Design ghost_mode_scheduler, sky130hd; sources not shown.
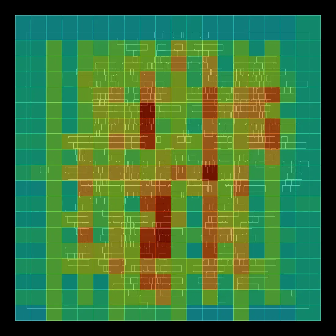
**Above:** run 1 (routing congestion map).
Top Usage Layer GRT: met2
WL per Instance: 14.5 um

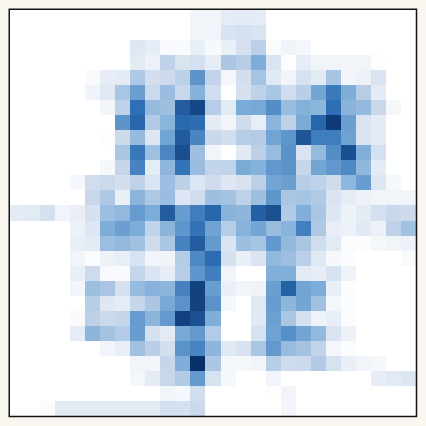
**Above:** run 1 (routed metal per tile).
(3 px per um) 27 x 27 tiles, from white (low) to dark blue (high), scaled to the fullest tile. Values are wire area over tile area, all layers added.
The fullest tile reaches 0.45. 39% of the tiles are nearly empty. 13% of the tiles are over half the peak. The mean over all tiles is 0.086. The emptiest ninth of the die: north-west. The densest ninth of the die: center.
Tot GR Track Use: 11.8%
routed vias: 3,330
Post-Route WL: 10,000 um

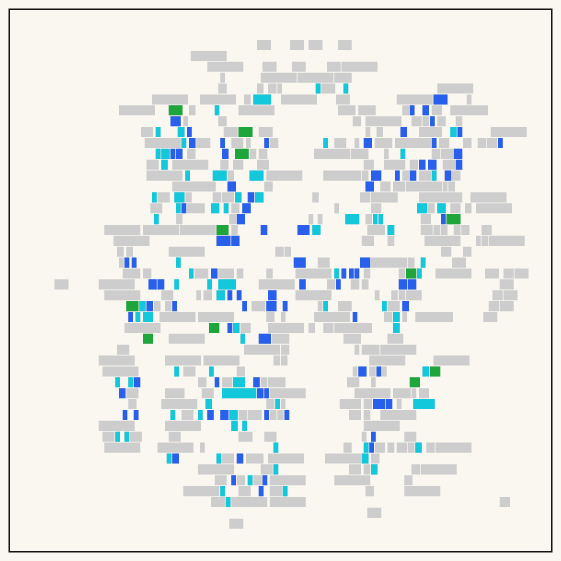
**Above:** run 1 (gate families picked out).
(4 px per um)
Green marks non-inverting ao/oa cells, cells 11, most used a21o_1. Cyan marks nor cells, cells 79, most used nor2_1. Blue marks nand cells, cells 86, most used nand2_1.
most frequent logic cell in the layout: dfrtp_1
non-filler instance count after layout: 690
Comb area share: 46.5%

==> ci_impl_report.md, run 1 <==
## Implementation flow summary

| Metric | Value |
|---|---|
| Registers, synthesis | 64 |
| Core area | ~15,000 sq um |
| Comb pwr share | 14.0% |
| Die height | around 140 um |
| Fin util | a little under a third |
| Worst-path clk slew | ~0.060 ns |
| Rows | 45 |
| Switch share | 24.9% |
| Crit-path max cell delay | 0.51 ns |
| Synth cell count leaders | dfrtp_1, nor2_1, nand2_1 |
| Max Fanout on Critical Path | 8 |
| Tool Warnings | 30 |
| Max-cap viol count | 0 |
| Vias in the first global route | approximately 3,300 |
| Slew margin rel. | roughly 43% |
| GRT overflow | 0 |
| Slew at the pin with the worst max-slew slack | 0.859 ns |
| Tot Pwr | between 2 and 2.5 mW |
| Final cycle utilization of the critical path | around 96% |
| Clock tree root driver cell | clkbuf_16 |
| Share of cells above drive strength 1 | between 10% and 20% |
| Top cells by area | dfrtp_1, nor2_1, ha_1 |
| Die width | ~140 um |
| CTS tree | yes |
| Main synth FF type | dfrtp_1 |
| Ports | 21 |
| Cell Type Count | approximately 71 |
| Outcome | finished clean |
| WP data arrival | between 2 and 3 ns |
| Hold WC Path Type | in -> async |
| DRT Pass-1 Iters | 5 |
| Async SR Flop Fraction | 100% |
| Fin nets | a little under 500 |
| FP Core Util | about 26% |
| Global-route wire length before repair | roughly 17,000 um |
| Initial antenna violation count | 0 |
| Setup Viol. Count Final | 0 |
| Maximum vdd drop | ~0.31 mV |
| Cell with the most instances after synthesis | dfrtp_1 |
| Syn Area/Cell | about 9.0 sq um |
| CP Cell Sequence | nand3_2 > xnor2_2 > ha_1 > or2_2 > a21oi_2 > o311ai_4 > nor2_1 > a211oi_2 > mux2_1 |
| Cts hold-fix bufs | 0 |
| Clock network fraction of total power | a little under half |
| Area Overhead vs Synth | 22.6% |
| TritonCTS buffer count | 9 |
| Initial drt markers | ~190 |
| Worst Setup End Kind | flop |
| Detailed placement HPWL | 6970 um |
| R2R setup slack | about 0.10 ns |
| DRC errors left | 0 |
| F_max | roughly 360 MHz |
| Max reg flops | 19 |
| Sw power | around 0.62 mW |
| Cells in synth_stat.txt | around 440 |
| Final Hold Fails | 0 |
| Antenna-violating nets left | 0 |
| Slew Viols, Final | 0 |
| Clk_lat worst skew | 0.34 ns |
| Final worst path period need | about 2.8 ns |
| GPL Wtd Cong | between 0.7 and 0.8 |
| PwrDens | 515 nW/um^2 |
| Ys Warns | 0 |
| Synthesized cell area | 3920 sq um |
| Flop pwr share | around two fifths |
| Int Pwr | around 1.9 mW |
| Diode count | 0 |
| Post-Synthesis Cells | ~440 |
| IO Port Bufs | 19 |
| Die ar. | around 18,000 sq um |
| Nature of the critical path startpoint | flop |
| LEAKAGE | approximately 2 nW |
| Largest net degree at the start of global routing | about 65 |
| Crit-path slowest cell | dfrtp_1 |
| Synth top area share | 39.6% |
| Number of enable flip-flop cells | 0 |
| Synthesis area per yosys | approximately 4000 sq um |
| Via density | roughly 4.8 |
| Worst-case clock buffer depth | 2 |
| R2R depth | 9 |
| Post-synth seq share | around two fifths |
| Post-synth net total | 456 |
| Req. time, crit path | a little under 3 ns |
| Clk sinks | 64 |
| Critical path type | reg -> reg |
| Post-synth top area cell | dfrtp_1 |
| H-tree depth | 3 |
-- run 1: stage by stage --
step | hold slack (ns) | std cells | cell area (sq um) | setup WS, ns | setup TNS, ns
2_1_floorplan | -0.0106 | 438 | 3920 | 0.132 | 0
3_3_place_gp | 0.343 | 668 | 4380 | -1.19 | -78.15
3_5_place_dp | 0.346 | 668 | 4370 | -0.356 | -3.86
4_1_cts | 0.102 | 688 | 4760 | 0.0110 | 0
5_1_grt | 0.161 | 690 | 4810 | -0.0164 | -0.0164
6_report | 0.0613 | 690 | 4810 | 0.102 | 0
-- run 1: cell families (layout without fill, tap and decap cells) --
logic type                 after synthesis  count (layout)  synth area share [%]
AOI/OAI and AO/OA                       82              82                  13.7
xor gates and xnor gates                25              25                  5.58
adders and majority gates               13              13                  4.15
buffers and inverters                   35              76                  3.83
DFF                                     64              64                  40.9
muxes                                   10              10                  2.62
and+or+nand+nor                        209             209                  29.2
-- run 1: layout by cell type (no fill, tap or decap), types with 3 or more instances in the layout --
master and count:
ha_1 12, o21ai_0 23, xnor2_1 13, or3_1 6
buf_2 5, nand2_1 38, nand2b_1 8, nor4_1 4
o21ai_1 3, or2_2 4, nand3b_1 4, mux2i_1 8
and3_1 15, nor2_1 46, xor2_1 11, nand4_1 6
clkbuf_16 9, nor3_1 15, dfrtp_1 61, nand4b_1 4
nor3_2 3, inv_1 14, a22oi_1 3, and2_1 9
nand3_1 24, a21o_1 4, buf_4 11, a21oi_1 16
nor3b_1 3, clkbuf_1 12, a31oi_1 6, clkdlybuf4s50_1 18
-- run 1: worst max-delay path: cells and delay by family (launching register included) --
family,cells,cell delay (ns)
AOI/OAI and AO/OA,3,0.77
DFF,1,0.51
and+or+nand+nor,3,0.39
muxes,1,0.35
adders and majority gates,1,0.34
xor gates and xnor gates,1,0.18
-- run 1: power groups by stage --
stage                     clock, mW  sequential, mW  combinational [mW]
after CTS                      1.21           0.959               0.351
after global routing           1.24           0.963               0.392
final                          1.17           0.959               0.346
after detailed placement          0           0.974               0.345
after global placement            0           0.973               0.343
after floorplan                   0           0.967               0.210
-- run 1: final cells by class --
type | instances | area, sq um
fillers | 1622 | 10500
multi-input cells | 339 | 2240
flip-flops and latches | 64 | 1610
well taps | 211 | 264
clock buffers | 13 | 250
repair buffers | 26 | 240
plain buffers | 19 | 90.1
clock inverters | 3 | 65.1
inverters | 15 | 56.3
-- run 1: repair_timing --
action,4_1_cts,5_1_grt
pin swaps,4,5
gates resized,6,6
setup endpoints to repair,13,14
setup buffers,5,2
-- run 1: layer usage --
layer / vias to the layer above / part of all wire [%] / global-route usage [%]
li1: 1639 / - / -
met1: 1621 / 47 / 15.2
met2: 50 / 47 / 18.6
met3: 20 / 3.4 / 2.27
met4: 0 / 3.3 / 6.77
met5: - / 0 / 0
## Run 2: what changed since run 1
--- a/config.mk
+++ b/config.mk
@@ -6,7 +6,7 @@
 export NUM_CORES = 1
 export LEC_CHECK = 0
 export CORE_MARGIN = 5
-export CORE_UTILIZATION = 25
+export CORE_UTILIZATION = 54
 export CTS_CLUSTER_DIAMETER = 40
 export DETAILED_ROUTE_END_ITERATION = 7
 export GPL_TIMING_DRIVEN = 0
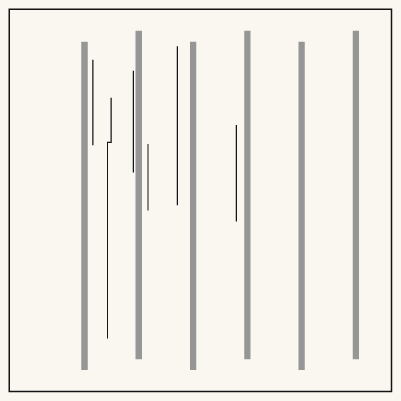
**Above:** run 2 (met4 routing).
(4 px per um) Supply wires on this layer in gray.
The layer holds 2.1% of the routed length. The longest straight run is 48.8 um. The layer carries 187 um of wire. 4 nets have wire on it. The wires run mostly vertical.
Post-Route WL: 8900 um
routed vias: 3,312

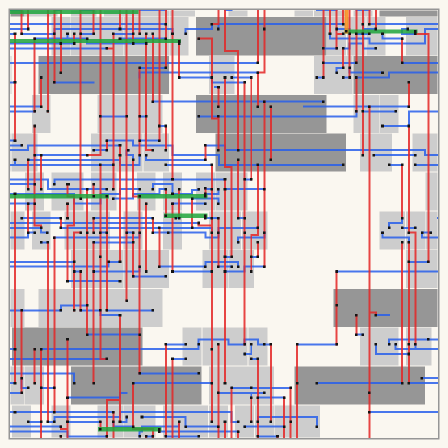
**Above:** run 2 (zoomed window).
Region (33, 14) to (63, 44) um. Cells in gray, sequential cells in the stronger gray; small squares are vias.
Blue marks M1. Orange marks M4. Green marks M3. Red marks M2.
Most frequent: nand2_1 (11), nor2_1 (9), dfrtp_1 (8). 63 logic cells have their middle in the window. Sequential cells in the window: 9.

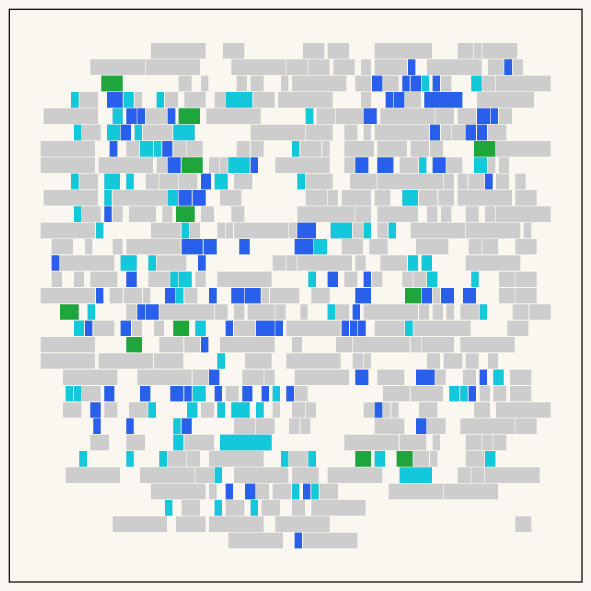
**Above:** run 2 (gate families picked out).
(6 px per um)
Green marks non-inverting ao/oa cells, cells 11, most used a21o_1. Blue marks nand cells, cells 86, most used nand2_1. Cyan marks nor cells, cells 79, most used nor2_1.
non-filler instance count after layout: 576
Comb area share: 49.4%

==> run 2 against run 1 <==
  * Critical path depth increased by 1
  * Sequential share of layout area increased by 1.7 points
  * Fmax decreased by 0.86%
  * Synthesized cell count unchanged
  * Final area decreased by 4.9%
  * Wire length decreased by 11%
  * Die area decreased by 50%
  * Register-to-register slack got worse by 0.02 ns
==> ci_impl_report.md, run 2 <==
## Implementation flow summary

| Metric | Value |
|---|---|
| Most frequent logic cell in the layout | dfrtp_1 |
| Met3 Use GR | 3.24% (+0.97 points) |
| F_max | 354 MHz (-0.86%) |
| Fin nets | 491 (-0.20%) |
| Cell with the most instances after synthesis | dfrtp_1 |
| Share of cells above drive strength 1 | 13.2% (+0.68 points) |
| Global-route wire length before repair | 15,000 um (-13%) |
| Outcome | finished clean |
| Detailed placement HPWL | 6080 um (-13%) |
| Max reg flops | 19 (unchanged) |
| Cell Type Count | 71 (unchanged) |
| Rows | 31 (-31%) |
| Post-synth top area cell | dfrtp_1 |
| Main synth FF type | dfrtp_1 |
| Setup Viol. Count Final | 0 (unchanged) |
| Antenna-violating nets left | 0 (unchanged) |
| Registers, synthesis | 64 (unchanged) |
| LEAKAGE | 1.97 nW (-2.0%) |
| Nature of the critical path startpoint | flop |
| R2R setup slack | 0.08 ns (-0.02 ns) |
| PwrDens | 463 nW/um^2 (-10%) |
| Synth cell count leaders | dfrtp_1, nor2_1, nand2_1 |
| Async SR Flop Fraction | 100% (unchanged) |
| GRT overflow | 0 (unchanged) |
| Max-cap viol count | 0 (unchanged) |
| DRC errors left | 0 (unchanged) |
| Via density | 5.75 (+19%) |
| Core area | 7180 sq um (-53%) |
| Vias in the first global route | 3,148 (-6.0%) |
| Clk_lat worst skew | 0.35 ns (about the same) |
| WP data arrival | 2.90 ns (+0.03 ns) |
| Area Overhead vs Synth | 16.6% |
| Met1 Usage GRT | 28.6% (+13 points) |
| Slew at the pin with the worst max-slew slack | 0.815 ns (-0.0439 ns) |
| Largest net degree at the start of global routing | 65 (unchanged) |
| Req. time, crit path | 2.98 ns (about the same) |
| Top Usage Layer GRT | met2 |
| Die width | 95.2 um (-30%) |
| Cts hold-fix bufs | 0 (unchanged) |
| Worst-path clk slew | 0.08 ns (+0.02 ns) |
| Hold WC Path Type | in -> async |
| Max Fanout on Critical Path | 5 (-3) |
| Ys Warns | 0 (unchanged) |
| Fin util | 63.7% (+32 points) |
| Cells in synth_stat.txt | 438 (unchanged) |
| Clk sinks | 64 (unchanged) |
| Tool Warnings | 31 (+3.3%) |
| Worst Setup End Kind | flop |
| Top cells by area | dfrtp_1, nor2_1, ha_1 |
| GPL Wtd Cong | 0.875 (+12%) |
| Top Layout Cells | dfrtp_1, nor2_1, nand2_1 |
| Pre-CTS setup slack | -0.300 ns (+0.0568 ns) |
| Filler Cells Inserted | 600 (-63%) |
| IO Port Bufs | 19 (unchanged) |
| R2R depth | 10 (+1) |
| DRT Pass-1 Iters | 5 (unchanged) |
| Clock tree root driver cell | clkbuf_8 |
| Final worst setup slack | 0.0780 ns (-0.0244 ns) |
| FP Core Util | 54.6% (+29 points) |
| Critical path type | reg -> reg |
| Worst-case clock buffer depth | 2 (unchanged) |
| WL per Instance | 15.4 um (+6.2%) |
| Initial drt markers | 196 (+2.1%) |
| Final Hold Fails | 0 (unchanged) |
| Syn Area/Cell | 8.95 sq um (unchanged) |
| Die ar. | 9070 sq um (-50%) |
| Die height | 95.2 um (-30%) |
| GRT met2 Usage | 33.2% (+15 points) |
| Tot GR Track Use | 21.1% (+9.3 points) |
| Post-Synthesis Cells | 438 (unchanged) |
| Slew margin rel. | 45.6% (+2.9 points) |
| CTS tree | yes |
| Final cycle utilization of the critical path | 97.3% (+0.84 points) |
| H-tree depth | 3 (unchanged) |
==> run 2: cell counts after synthesis <==
Identical to the previous run, type by type.
==> run 2: where the power goes <==
group	switching (mW)	internal (mW)
clock	0.341	0.460
sequential	0.0290	0.929
combinational	0.193	0.163
==> run 2: logic make-up after synthesis <==
logic type	count (synthesis)	synth area share, %
buffers and inverters	35	3.83
AOI/OAI and AO/OA	82	13.7
adders and majority gates	13	4.15
muxes	10	2.62
and+or+nand+nor	209	29.2
DFF	64	40.9
xor gates and xnor gates	25	5.58
==> run 2: repair_timing <==
| item | CTS | global route |
|---|---|---|
| hold endpoints to repair | 0 | 0 |
| cloned | 0 | 0 |
| setup buffers | 3 | 3 |
| gates resized | 6 | 10 |
| pin swaps | 3 | 6 |
| endpoints found under the setup margin | 13 | 12 |
==> run 2: metal layers <==
metal	wire (um)	up-vias
met4	186	0
li1	-	1633
met3	304	16
met2	4210	60
met5	0	-
met1	4190	1603
==> run 2: layout make-up <==
class / count / area (sq um) / share of cell area, %
flip-flops and latches: 64 / 1610 / 35.1
inverters: 15 / 56.3 / 1.23
repair buffers: 25 / 233 / 5.09
plain buffers: 19 / 90.1 / 1.97
well taps: 99 / 124 / 2.71
clock inverters: 3 / 40.0 / 0.876
clock buffers: 12 / 165 / 3.61
multi-input cells: 339 / 2260 / 49.4
==> run 2: worst max-delay path, cell delays in order, from the launching register on <==
cell,delay [ns]
dfrtp_2,0.43
ha_4,0.17
nand3_4,0.09
xnor2_2,0.19
ha_4,0.30
or2_4,0.10
a21oi_2,0.06
o311ai_4,0.41
nor2_1,0.10
a211oi_2,0.36
mux2_4,0.33
==> run 2: through the flow <==
step	TNS, ns	cell area, sq um	hold WS [ns]	cells	power (mW)
2_1_floorplan	0	3920	-0.0106	438	1.18
3_3_place_gp	-60.67	4240	0.338	556	1.30
3_5_place_dp	-1.83	4230	0.346	556	1.31
4_1_cts	-0.00110	4500	0.0579	574	2.12
5_1_grt	-0.00361	4570	0.102	576	2.22
6_report	0	4570	0.0309	576	2.11
Power and IR drop assume default switching activity.
